===== config.mk =====
export PLATFORM = sky130hd
export DESIGN_NAME = circle_drawer
export DESIGN_NICKNAME = d
export VERILOG_FILES = /design/src/rtl/circle_drawer.sv
export SDC_FILE = /design/constraint.sdc
export NUM_CORES = 1
export LEC_CHECK = 0
export CAP_MARGIN = 20
export CORE_MARGIN = 4
export CORE_UTILIZATION = 30
export DETAILED_ROUTE_END_ITERATION = 6
export GPL_TIMING_DRIVEN = 1
export MAX_ROUTING_LAYER = met4
export SYNTH_ARGS = -nofsm -noshare
export SYNTH_HDL_FRONTEND = slang
export SYNTH_SLANG_ARGS = --single-unit

===== constraint.sdc =====
create_clock -name clk -period 5.4 [get_ports clk]
set_clock_uncertainty 0.15 [all_clocks]
set_input_delay 0.54 -clock clk [delete_from_list [all_inputs] [get_ports clk]]
set_output_delay 0.54 -clock clk [all_outputs]
set_load 0.1 [all_outputs]

===== src/rtl/circle_drawer.sv =====
// Midpoint circle rasteriser driving a 160x120 VGA pixel-write port, one pixel per clock.
// Optional macro CIRCLE_CLIP_EN suppresses vga_plot for pixels outside the screen.
module circle_drawer #(
  parameter int SCREEN_W = 160,
  parameter int SCREEN_H = 120
) (
  input  logic       clk,
  input  logic       rst,
  input  logic [2:0] colour,
  input  logic [7:0] centre_x,
  input  logic [6:0] centre_y,
  input  logic [7:0] radius,
  input  logic       start,
  output logic       done,
  output logic [7:0] vga_x,
  output logic [6:0] vga_y,
  output logic [2:0] vga_colour,
  output logic       vga_plot
);

  typedef enum logic [1:0] {
    IDLE     = 2'b00,
    DRAW     = 2'b01,
    UPDATE   = 2'b10,
    END_DRAW = 2'b11
  } state_t;

  state_t             r_state;
  state_t             w_next_state;
  logic [2:0]         r_octant;
  logic [8:0]         r_offset_x;
  logic [8:0]         r_offset_y;
  logic signed [10:0] r_crit;
  logic [7:0]         r_cx;
  logic [6:0]         r_cy;
  logic [2:0]         r_colour;
  logic [7:0]         r_hold_x;
  logic [6:0]         r_hold_y;

  logic signed [10:0] w_cx;
  logic signed [10:0] w_cy;
  logic signed [10:0] w_ox;
  logic signed [10:0] w_oy;
  logic signed [10:0] w_px;
  logic signed [10:0] w_py;
  logic signed [10:0] w_ox_new;
  logic signed [10:0] w_oy_new;
  logic signed [10:0] w_crit_new;
  logic               w_on_screen;

  // Offsets are treated as signed so offset_x may step below zero (radius 0) and still compare correctly.
  assign w_cx = $signed({3'b000, r_cx});
  assign w_cy = $signed({4'b0000, r_cy});
  assign w_ox = $signed({{2{r_offset_x[8]}}, r_offset_x});
  assign w_oy = $signed({{2{r_offset_y[8]}}, r_offset_y});

  assign w_oy_new   = w_oy + 11'sd1;
  assign w_ox_new   = (r_crit <= 11'sd0) ? w_ox : (w_ox - 11'sd1);
  assign w_crit_new = (r_crit <= 11'sd0) ? (r_crit + (w_oy_new <<< 1) + 11'sd1)
                                         : (r_crit + ((w_oy_new - w_ox_new) <<< 1) + 11'sd1);

  assign w_on_screen = (w_px >= 11'sd0) && (w_px < $signed(11'(SCREEN_W))) &&
                       (w_py >= 11'sd0) && (w_py < $signed(11'(SCREEN_H)));

  // Octant-to-coordinate mapping for the current pixel
  always_comb begin
    w_px = w_cx;
    w_py = w_cy;
    case (r_octant)
      3'd0: begin w_px = w_cx + w_ox; w_py = w_cy + w_oy; end
      3'd1: begin w_px = w_cx + w_oy; w_py = w_cy + w_ox; end
      3'd2: begin w_px = w_cx - w_ox; w_py = w_cy + w_oy; end
      3'd3: begin w_px = w_cx - w_oy; w_py = w_cy + w_ox; end
      3'd4: begin w_px = w_cx - w_ox; w_py = w_cy - w_oy; end
      3'd5: begin w_px = w_cx - w_oy; w_py = w_cy - w_ox; end
      3'd6: begin w_px = w_cx + w_ox; w_py = w_cy - w_oy; end
      3'd7: begin w_px = w_cx + w_oy; w_py = w_cy - w_ox; end
      default: begin w_px = w_cx; w_py = w_cy; end
    endcase
  end

  // State register
  always_ff @(posedge clk or posedge rst) begin
    if (rst) begin
      r_state <= IDLE;
    end else begin
      r_state <= w_next_state;
    end
  end

  // Next-state decode and pixel-port outputs
  always_comb begin
    w_next_state = r_state;
    done         = 1'b0;
    vga_x        = 8'd0;
    vga_y        = 7'd0;
    vga_colour   = 3'd0;
    vga_plot     = 1'b0;
    case (r_state)
      IDLE: begin
        if (start) begin
          w_next_state = DRAW;
        end else begin
          w_next_state = IDLE;
        end
      end
      DRAW: begin
        vga_x      = w_px[7:0];
        vga_y      = w_py[6:0];
        vga_colour = r_colour;
`ifdef CIRCLE_CLIP_EN
        vga_plot   = w_on_screen;
`else
        vga_plot   = 1'b1;
`endif
        if (r_octant == 3'd7) begin
          w_next_state = UPDATE;
        end else begin
          w_next_state = DRAW;
        end
      end
      UPDATE: begin
        vga_x      = r_hold_x;
        vga_y      = r_hold_y;
        vga_colour = r_colour;
        if (w_oy_new <= w_ox_new) begin
          w_next_state = DRAW;
        end else begin
          w_next_state = END_DRAW;
        end
      end
      END_DRAW: begin
        done  = 1'b1;
        vga_x = r_hold_x;
        vga_y = r_hold_y;
        if (start) begin
          w_next_state = END_DRAW;
        end else begin
          w_next_state = IDLE;
        end
      end
      default: begin
        w_next_state = IDLE;
      end
    endcase
  end

  // Latched parameters, octant walk and midpoint error term
  always_ff @(posedge clk or posedge rst) begin
    if (rst) begin
      r_octant   <= 3'd0;
      r_offset_x <= 9'd0;
      r_offset_y <= 9'd0;
      r_crit     <= 11'sd0;
      r_cx       <= 8'd0;
      r_cy       <= 7'd0;
      r_colour   <= 3'd0;
      r_hold_x   <= 8'd0;
      r_hold_y   <= 7'd0;
    end else begin
      case (r_state)
        IDLE: begin
          if (start) begin
            r_cx       <= centre_x;
            r_cy       <= centre_y;
            r_colour   <= colour;
            r_offset_x <= {1'b0, radius};
            r_offset_y <= 9'd0;
            r_crit     <= 11'sd1 - $signed({3'b000, radius});
            r_octant   <= 3'd0;
          end
        end
        DRAW: begin
          r_octant <= r_octant + 3'd1;
          r_hold_x <= w_px[7:0];
          r_hold_y <= w_py[6:0];
        end
        UPDATE: begin
          r_offset_y <= w_oy_new[8:0];
          r_offset_x <= w_ox_new[8:0];
          r_crit     <= w_crit_new;
        end
        default: begin
          r_octant <= r_octant;
        end
      endcase
    end
  end

endmodule


==> results.cfg, run 1 <==
; synthesis and place-and-route metrics
[clock_network]
postCtsSetupRepairBufs = 0
cts_root_buf = clkbuf_16
cts.sink_count = 67
ctsHoldBuffers = 0
cts_resized = 0
clk-insertion-delay-late_ns = 0.35
numCtsBuffers = 9
cts.path.max_buffers = 2
htreeDepth = 3
clkTransAtPathRegs_ns = 0.06
cts_tree = done

[synthesis]
synthTopCellsByArea = dfrtp_1 28%, ha_1 12%, a21oi_1 5.9%
edf_count = 0
ys_cells = 739
common_cells = 72 x a21oi_1, 67 x dfrtp_1, 57 x ha_1, 57 x o21ai_0, 56 x nand2_1
ys_types = 69
ys_warn_count = 0
synthArstFlopShare = 1.00
flop_cell = dfrtp_1
syn-instance-count = 739
top_area_frac = 0.275
numSynthFlops = 67
synth.avg_cell_area_sq_um = 8.24
fp_nets = 829
top_area_cell = dfrtp_1
postSynthSeqShare = 0.275
syn-cell-area_sq_mm = 0.00609
most_common_cell = a21oi_1
ys_chip_area_sq_mm = 0.00609

[cells_and_area]
drive_above_1_share = 0.103
final_cells = 1041
n_antenna_cell = 0
most-common-layout-cells = 71 x a21oi_1, 67 x dfrtp_1, 57 x ha_1
utilization = 0.361
design_area_sq_mm = 0.00712
area_delta_synth_final_pct = 17.0
layout_top_cell_excl_fill_tap = a21oi_1
num-nets-final = 861

[floorplanning]
rows = 51
die_width_microns = 150
core_area_sq_mm = 0.0197
fp-utilization = 0.309
dieArea_sq_mm = 0.0226
die_h_microns = 150
io_pins = 49

[critical_path]
crit_slowest_cell = or3_1
worstPathCellList = ha_1 > ha_1 > or3_1 > or2_2 > o211ai_1 > a21boi_1 > ha_1 > a21o_1 > a21oi_1 > o22ai_1 > o41ai_1 > xnor2_1 > o22ai_1 > buf_12
critPathLaunchType = flop
cpPeakStageDelay_ns = 0.52
critPathBufInv = 1
crit_top_cell = ha_1
crit_family = AND-OR/OR-AND gates
crit_arrival_ns = 4.41
cp.required_ns = 4.71
cp_max_fo = 10
crit_type = reg2out
critPathCaptureType = output port

[route]
met1_length_microns = 8190
route.met3.wl_microns = 1010
drt_first_pass_iters = 5
avgViaCountPerCell = 5.29
drt_iter0_markers = 468
drc = 0
highest_layer = met4
route.met2.wl_microns = 8270
route.antenna.remaining_nets = 0

[global_routing]
grt_pass1_wl_microns = 28800
grt_max_degree = 42
grt_pass1_vias = 5284
antenna_found_initial = 0
busiest_layer = met2
met1_usage = 0.225
grt_use_met2 = 0.261
grt_remaining_overflow = 0

[timing]
rsz0062_at_grt = false
worstMarginPinSlew_ns = 0.981
layout_setup_ws_ns = 0.299
hold_slack_ns = 0.348
fmax_ghz = 0.196
tns_ns = 0
fin_crit_sh = 0.945
finalSetupViolCount = 0
fin_crit_ns = 5.10
drv_slew = 0
final-hold-violation-count = 0
relSlewSlack = 0.344

[placement]
gp_congestion = 0.953
dp_slack_ns = 0.595
dp_hpwl_microns = 13700
io_buffer_count = 48
placed_cell_area_sq_mm = 0.00684
place_inst = 1025

[run_status]
outcome = completed

[run]
cap_violations = 0
tool_warnings = 36

[min_path]
min_path_type = reg2reg
## run 1: path summary, 6_finish.rpt
kind                                         startpoint                 endpoint  slack [ns]  cells after the start
worst min-delay path            r_colour[1]$_DFFE_PP0P_  r_colour[1]$_DFFE_PP0P_        0.35                      1
worst max-delay path            r_octant[0]$_DFFE_PP0P_                 vga_x[7]        0.30                     14
worst min register to register  r_colour[1]$_DFFE_PP0P_  r_colour[1]$_DFFE_PP0P_        0.35                      1
worst max register to register    r_crit[1]$_DFFE_PP0P_   r_crit[10]$_DFFE_PP0P_        0.67                     17
max in group asynchronous                           rst      r_cy[5]$_DFFE_PP0P_        3.69                      3
min in group asynchronous                           rst    r_crit[2]$_DFFE_PP0P_        0.45                      2
## run 1: layout make-up
class / count / area (sq um)
clock inverters: 6 / 48.8
fillers: 2004 / 12600
inverters: 52 / 195
repair buffers: 59 / 581
clock buffers: 10 / 229
flip-flops and latches: 67 / 1680
multi-input cells: 582 / 4060
well taps: 265 / 332
## run 1: cells by family (layout without fill, tap and decap cells)
kind of cell	count (synthesis)	after routing	share of synthesized area
AND-OR/OR-AND	232	232	0.243
AND/OR/NAND/NOR	208	208	0.167
buffers and inverters	90	127	0.0580
flip-flops	67	67	0.275
adder cells (fa/ha/maj)	61	61	0.130
XOR/XNOR	54	54	0.0777
multiplexers	27	27	0.0483
## run 1: flip-flops by register name (all words and copies together), names as in the netlist
name        cells
r_crit         11
r_offset_x      9
r_offset_y      9
r_cx            8
r_hold_x        8
r_cy            7
r_hold_y        7
r_colour        3
r_octant        3
r_state         2
==> run_1/m3.png <==
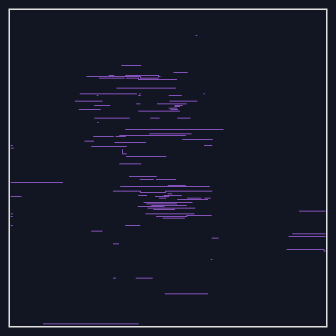
share of all routed wire: 5.7%
main direction: horizontal
longest straight run: 46.5 microns
final wirelength: 17,700 microns
met3 GRT Util: 0.0226
total number of vias: 5,510

==> run_1/route_heat.png <==
The die is cut into 30 by 30 equal tiles; black is low, pale yellow is high, scaled to the fullest tile. Values are wire area over tile area, all layers added.
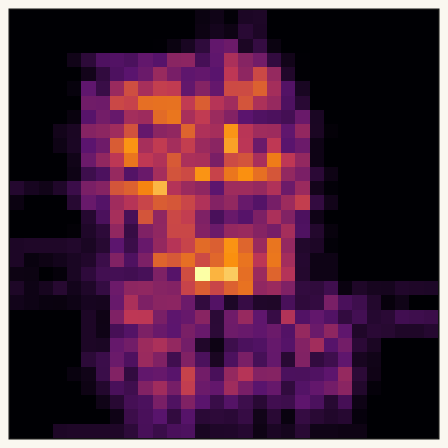
emptiest ninth of the die: north-east
nearly empty tiles: 37%
densest ninth of the die: center
tiles over half the peak: 9.4%
GRT Overall Usage: 0.167
WL/cell: 17.0 microns

==> run_1/port_trees.png <==
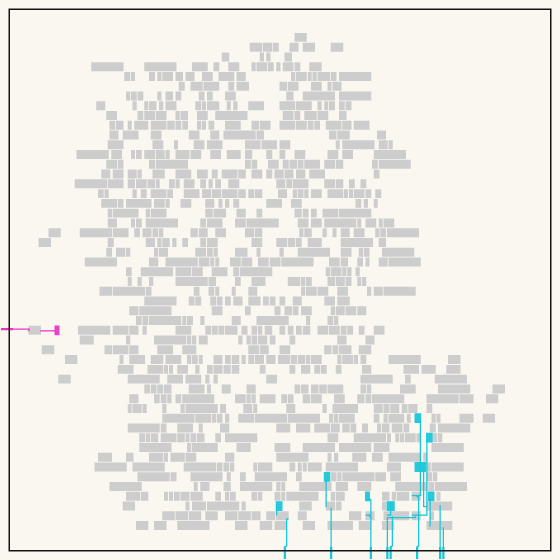
| color | port | bits | direction | edge | end cells | buffers | wire |
|---|---|---|---|---|---|---|---|
| magenta | rst | 1 | input | west | 1 | 1 | 9.50 microns |
| cyan | vga_x | 8 | output | south | 8 | 8 | 181 microns |

==> inputs of run 2 (changes only) <==
CAP_MARGIN = 0   (was 20)
SLEW_MARGIN = 20   (was not set)
==> run_2/route_heat.png <==
The die is cut into 30 by 30 equal tiles; black is low, pale yellow is high, scaled to the fullest tile. Values are wire area over tile area, all layers added.
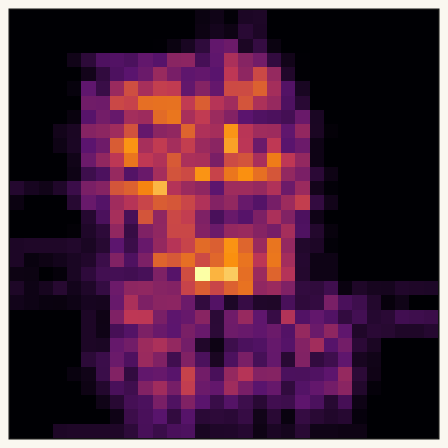
tiles over half the peak: 9.4%
densest ninth of the die: center
mean over tiles: 0.12
nearly empty tiles: 37%
fullest tile: 0.70
emptiest ninth of the die: north-east

==> run_2/ff_map.png <==
Other sequential cells in the stronger gray, the rest of the logic in the fainter gray.
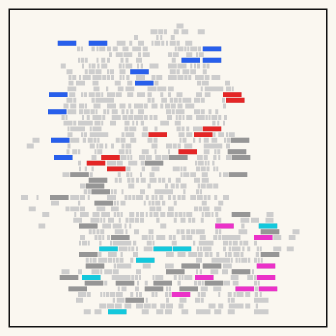
| color | netlist name | placed flops |
|---|---|---|
| cyan | r_cy | 7 |
| magenta | r_hold_x | 8 |
| blue | r_crit | 11 |
| red | r_offset_x | 9 |
not colored: 32

==> run 2 against run 1 <==
- global-route usage unchanged
- wire length unchanged
- hold slack unchanged
- die size unchanged
- core utilization unchanged
- cell area unchanged
- final cell count unchanged
- critical endpoint unchanged
- highest routed layer unchanged
==> results.cfg, run 2 <==
; synthesis and place-and-route metrics
[synthesis]
ys_types = 69
common_cells = 72 x a21oi_1, 67 x dfrtp_1, 57 x ha_1, 57 x o21ai_0, 56 x nand2_1
top_area_cell = dfrtp_1
synth.avg_cell_area_sq_um = 8.24
top_area_frac = 0.275
syn-instance-count = 739
most_common_cell = a21oi_1
flop_cell = dfrtp_1
edf_count = 0
fp_nets = 829
ys_chip_area_sq_mm = 0.00609

[clock_network]
ctsHoldBuffers = 0
postCtsSetupRepairBufs = 0
numCtsBuffers = 9
clk-insertion-delay-late_ns = 0.35
cts_tree = done
cts.path.max_buffers = 2
clkTransAtPathRegs_ns = 0.06
htreeDepth = 3
cts_root_buf = clkbuf_16

[run_status]
outcome = completed

[placement]
io_buffer_count = 48
gp_congestion = 0.953
place_inst = 1025
dp_slack_ns = 0.595

[route]
drc = 0
drt_wl_total_microns = 17700
route.antenna.remaining_nets = 0
drt_first_pass_iters = 5

[floorplanning]
die_width_microns = 150
fp-utilization = 0.309
core_area_sq_mm = 0.0197

[run]
tool_warnings = 36
cap_violations = 0

[timing]
tns_ns = 0
hold_slack_ns = 0.348
finalSetupViolCount = 0
final-hold-violation-count = 0
drv_slew = 0
fin_crit_sh = 0.945
relSlewSlack = 0.344
layout_setup_ws_ns = 0.299

[cells_and_area]
area_delta_synth_final_pct = 17.0
num-nets-final = 861
utilization = 0.361
fillers = 2004
largest_register = r_crit
largest_register_ffs = 11
design_area_sq_mm = 0.00712

[global_routing]
grt_max_degree = 42
grt_remaining_overflow = 0
grt_use_total = 0.167
antenna_found_initial = 0
grt_pass1_vias = 5284

[critical_path]
critPathCaptureType = output port
cp_max_fo = 10
r2r_cells = 17
cp.required_ns = 4.71
crit_arrival_ns = 4.41
rr_endpoint = r_crit[10]$_DFFE_PP0P_

[min_path]
min_path_cells = 1
min_path_type = reg2reg
worstHoldStart = r_colour[1]$_DFFE_PP0P_
==> run 2: worst max-delay path by stage <==
stage | start | endpoint | slack, ns
floorplan | r_octant[0]$_DFFE_PP0P_ | vga_x[7] | 0.04
detailed placement | r_octant[0]$_DFFE_PP0P_ | vga_x[7] | 0.59
global route | r_octant[0]$_DFFE_PP0P_ | vga_x[7] | 0.04
global placement | r_octant[0]$_DFFE_PP0P_ | vga_x[7] | 0.69
finish | r_octant[0]$_DFFE_PP0P_ | vga_x[7] | 0.30
CTS | r_octant[0]$_DFFE_PP0P_ | vga_x[7] | 0.19
==> run 2: area by class of cell <==
class,instances,area (sq um),share of cell area
clock inverter,6,48.8,0.00685
timing repair buffer,59,581,0.0815
tap,265,332,0.0466
inverter,52,195,0.0274
sequential,67,1680,0.235
clock buffer,10,229,0.0322
multi-input combinational,582,4060,0.570
==> run 2: kinds of logic (layout without fill, tap and decap cells) <==
family	count (synthesis)	in the layout	share of synthesized area
AOI/OAI and AO/OA	232	232	0.243
and+or+nand+nor	208	208	0.167
buffers and inverters	90	127	0.0580
DFF	67	67	0.275
adders and majority gates	61	61	0.130
xor gates and xnor gates	54	54	0.0777
muxes	27	27	0.0483
==> run 2: critical path, stage by stage (launching register included) <==
cell	delay [ns]
dfrtp_1	0.43
ha_1	0.24
ha_1	0.28
or3_1	0.52
or2_2	0.41
o211ai_1	0.10
a21boi_1	0.28
ha_1	0.28
a21o_1	0.16
a21oi_1	0.23
o22ai_1	0.14
o41ai_1	0.37
xnor2_1	0.15
o22ai_1	0.26
buf_12	0.21
==> run 2: metal layers <==
layer,wire (microns),GRT usage,share of wire
met3,1010,0.0226,0.057
met1,8190,0.225,0.46
met4,264,0.0522,0.015
met2,8270,0.261,0.47
met5,0,-,0
==> run_2/placed.png <==
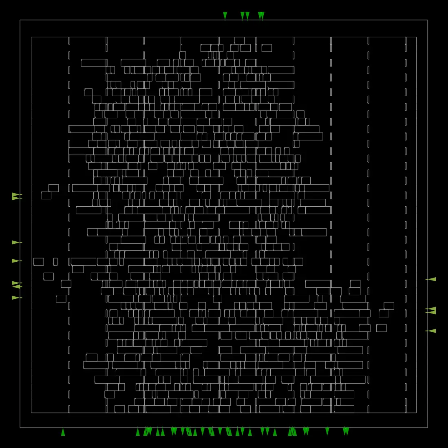

==> inputs of run 3 (changes only) <==
CELL_PAD_IN_SITES_DETAIL_PLACEMENT = 0   (was not set)
CELL_PAD_IN_SITES_GLOBAL_PLACEMENT = 1   (was not set)
PLACE_DENSITY_LB_ADDON = 0.1   (was not set)
==> run_3/placed.png <==
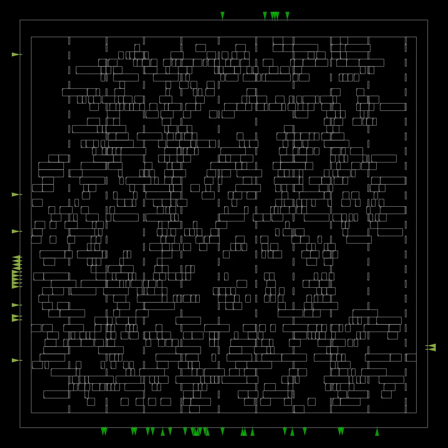
final std cells w/o fill: 1,046
Core Area: 0.0197 sq mm
# fillers: 2,031
final core utilization: 0.365

==> run_3/port_trees.png <==
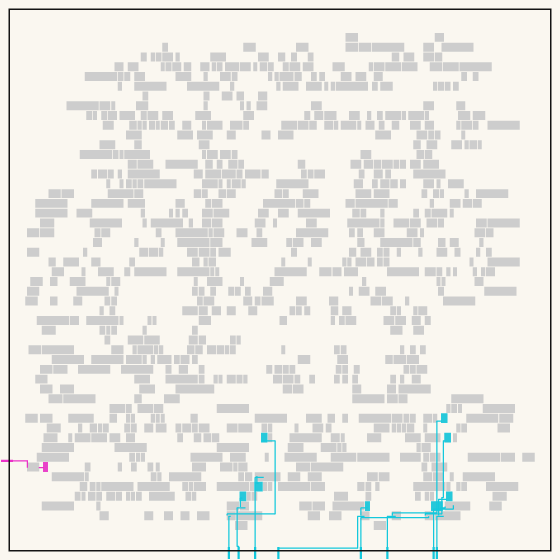
| color | port | bits | direction | edge | end cells | buffers | wire |
|---|---|---|---|---|---|---|---|
| magenta | rst | 1 | input | west | 1 | 1 | 7.60 microns |
| cyan | vga_x | 8 | output | south | 8 | 8 | 269 microns |
count of input and output buffers: 48
I/O Pins: 49

==> run 3 against run 2 <==
- critical endpoint is now vga_x[6]
- cell area is 1.1% higher
- via count is 1.9% higher
- register-to-register slack worse by 0.07 ns
- final cell count is 0.48% higher
==> results.cfg, run 3 <==
; synthesis and place-and-route metrics
[critical_path]
endpoint = vga_x[6]
crit_path_start = r_octant[0]$_DFFE_PP0P_
r2r_start = r_crit[6]$_DFFE_PP0P_
critPathLaunchType = flop
crit_top_cell = ha_1
crit_slowest_cell = dfrtp_1
cp.required_ns = 4.71
crit_arrival_ns = 4.29
critPathCaptureType = output port
r2r_cells = 16
r2r_setup_slack_ns = 0.60
rr_endpoint = r_crit[10]$_DFFE_PP0P_
path_depth = 16
cpPeakStageDelay_ns = 0.43
cp_max_fo = 9
crit_family = AND-OR/OR-AND gates
crit_type = reg2out
critPathBufInv = 2
worstPathCellList = ha_1 > ha_1 > or3_1 > buf_4 > nor2_1 > a22oi_1 > o22a_2 > ha_1 > nor2b_1 > o21ai_0 > a21oi_1 > o21a_1 > o21ai_0 > nand3b_1 > a21oi_2 > buf_12

[synthesis]
synthArstFlopShare = 1.00
syn-instance-count = 739
top_area_cell = dfrtp_1
numSynthFlops = 67
common_cells = 72 x a21oi_1, 67 x dfrtp_1, 57 x ha_1, 57 x o21ai_0, 56 x nand2_1
edf_count = 0
ys_types = 69
syn-cell-area_sq_mm = 0.00609
fp_nets = 829
postSynthSeqShare = 0.275
synth.avg_cell_area_sq_um = 8.24
synthTopCellsByArea = dfrtp_1 28%, ha_1 12%, a21oi_1 5.9%
top_area_frac = 0.275
ys_cells = 739
ys_chip_area_sq_mm = 0.00609
ys_warn_count = 0
most_common_cell = a21oi_1
flop_cell = dfrtp_1

[cells_and_area]
most-common-layout-cells = 71 x a21oi_1, 67 x dfrtp_1, 57 x ha_1
num-nets-final = 866
n_antenna_cell = 0
layout_top_cell_excl_fill_tap = a21oi_1
largest_register = r_crit
reg.largest.list = r_crit: 11 flops, r_offset_x: 9 flops, r_offset_y: 9 flops
register_area_sq_mm = 0.00168
comb_area_sq_mm = 0.00407
largest_register_ffs = 11
area_delta_synth_final_pct = 18.3
drive_above_1_share = 0.114

[timing]
relSlewSlack = 0.342
fmax_ghz = 0.201
fin_crit_sh = 0.923
drv_slew = 0
finalSetupViolCount = 0
rsz0062_at_grt = false
final-hold-violation-count = 0
fin_crit_ns = 4.98
layout_setup_ws_ns = 0.416
worstMarginPinSlew_ns = 0.984
tns_ns = 0

[route]
wl_per_cell_microns = 19.4
drc = 0
vias = 5615
drt_iter0_markers = 439
avgViaCountPerCell = 5.37
drt_wl_total_microns = 20300
route.antenna.remaining_nets = 0
drt_first_pass_iters = 5

[placement]
dp_hpwl_microns = 15700
gp_congestion = 0.866
place_inst = 1030
dp_slack_ns = 0.507

[clock_network]
postCtsSetupRepairBufs = 0
clkTransAtPathRegs_ns = 0.06
cts_root_buf = clkbuf_16
cts_tree = done
clk-insertion-delay-late_ns = 0.35
cts_resized = 0
numCtsBuffers = 9
cts.sink_count = 67
htreeDepth = 3
cts.path.max_buffers = 2
ctsHoldBuffers = 0

[min_path]
hold_end = r_colour[2]$_DFFE_PP0P_
min_path_type = reg2reg
worstHoldStart = r_colour[2]$_DFFE_PP0P_
min_path_cells = 1

[floorplanning]
rows = 51
die_h_microns = 150
fp-utilization = 0.309
die_width_microns = 150
dieArea_sq_mm = 0.0226

[global_routing]
grt_pass1_wl_microns = 32100
grt_use_total = 0.191
grt_max_degree = 38
grt_pass1_vias = 5542
antenna_found_initial = 0
grt_remaining_overflow = 0

[run]
tool_warnings = 36
cap_violations = 0

[run_status]
outcome = completed
-- run 3: area by class of cell --
cell class,count,area share
inverter,52,0.0271
clock inverter,6,0.00904
multi-input combinational,582,0.565
timing repair buffer,64,0.0869
sequential,67,0.233
clock buffer,10,0.0332
tap,265,0.0460
-- run 3: layer usage --
metal / GRT usage / share of wire / vias to the layer above / wire length [microns]
li1: - / - / 2715 / -
met1: 0.279 / 0.51 / 2720 / 10300
met2: 0.272 / 0.43 / 158 / 8760
met3: 0.0334 / 0.046 / 22 / 939
met4: 0.0485 / 0.014 / 0 / 283
met5: - / 0 / - / 0
-- run 3: cell families (layout without fill, tap and decap cells) --
| family | after synthesis | count (layout) | synth area share |
|---|---|---|---|
| simple gates | 208 | 208 | 0.167 |
| compound gates | 232 | 232 | 0.243 |
| mux | 27 | 27 | 0.0483 |
| fa+ha+maj | 61 | 61 | 0.130 |
| flops | 67 | 67 | 0.275 |
| buf+inv | 90 | 132 | 0.0580 |
| xor+xnor | 54 | 54 | 0.0777 |
-- run 3: through the flow --
step	instance area (sq um)	hold WS, ns
after global placement	6890	0.338
after global routing	7200	0.385
after CTS	7190	0.360
final	7200	0.353
after floorplan	6090	0.321
after detailed placement	6890	0.346
-- run 3: worst register-to-register path, delay by kind of cell (launching register included) --
kind / cells / cell delay, ns
AND-OR/OR-AND: 5 / 1.35
XOR/XNOR: 1 / 0.15
adder cells (fa/ha/maj): 2 / 0.52
buffers and inverters: 1 / 0.20
flip-flops: 1 / 0.43
multiplexers: 1 / 0.40
AND/OR/NAND/NOR: 6 / 1.48
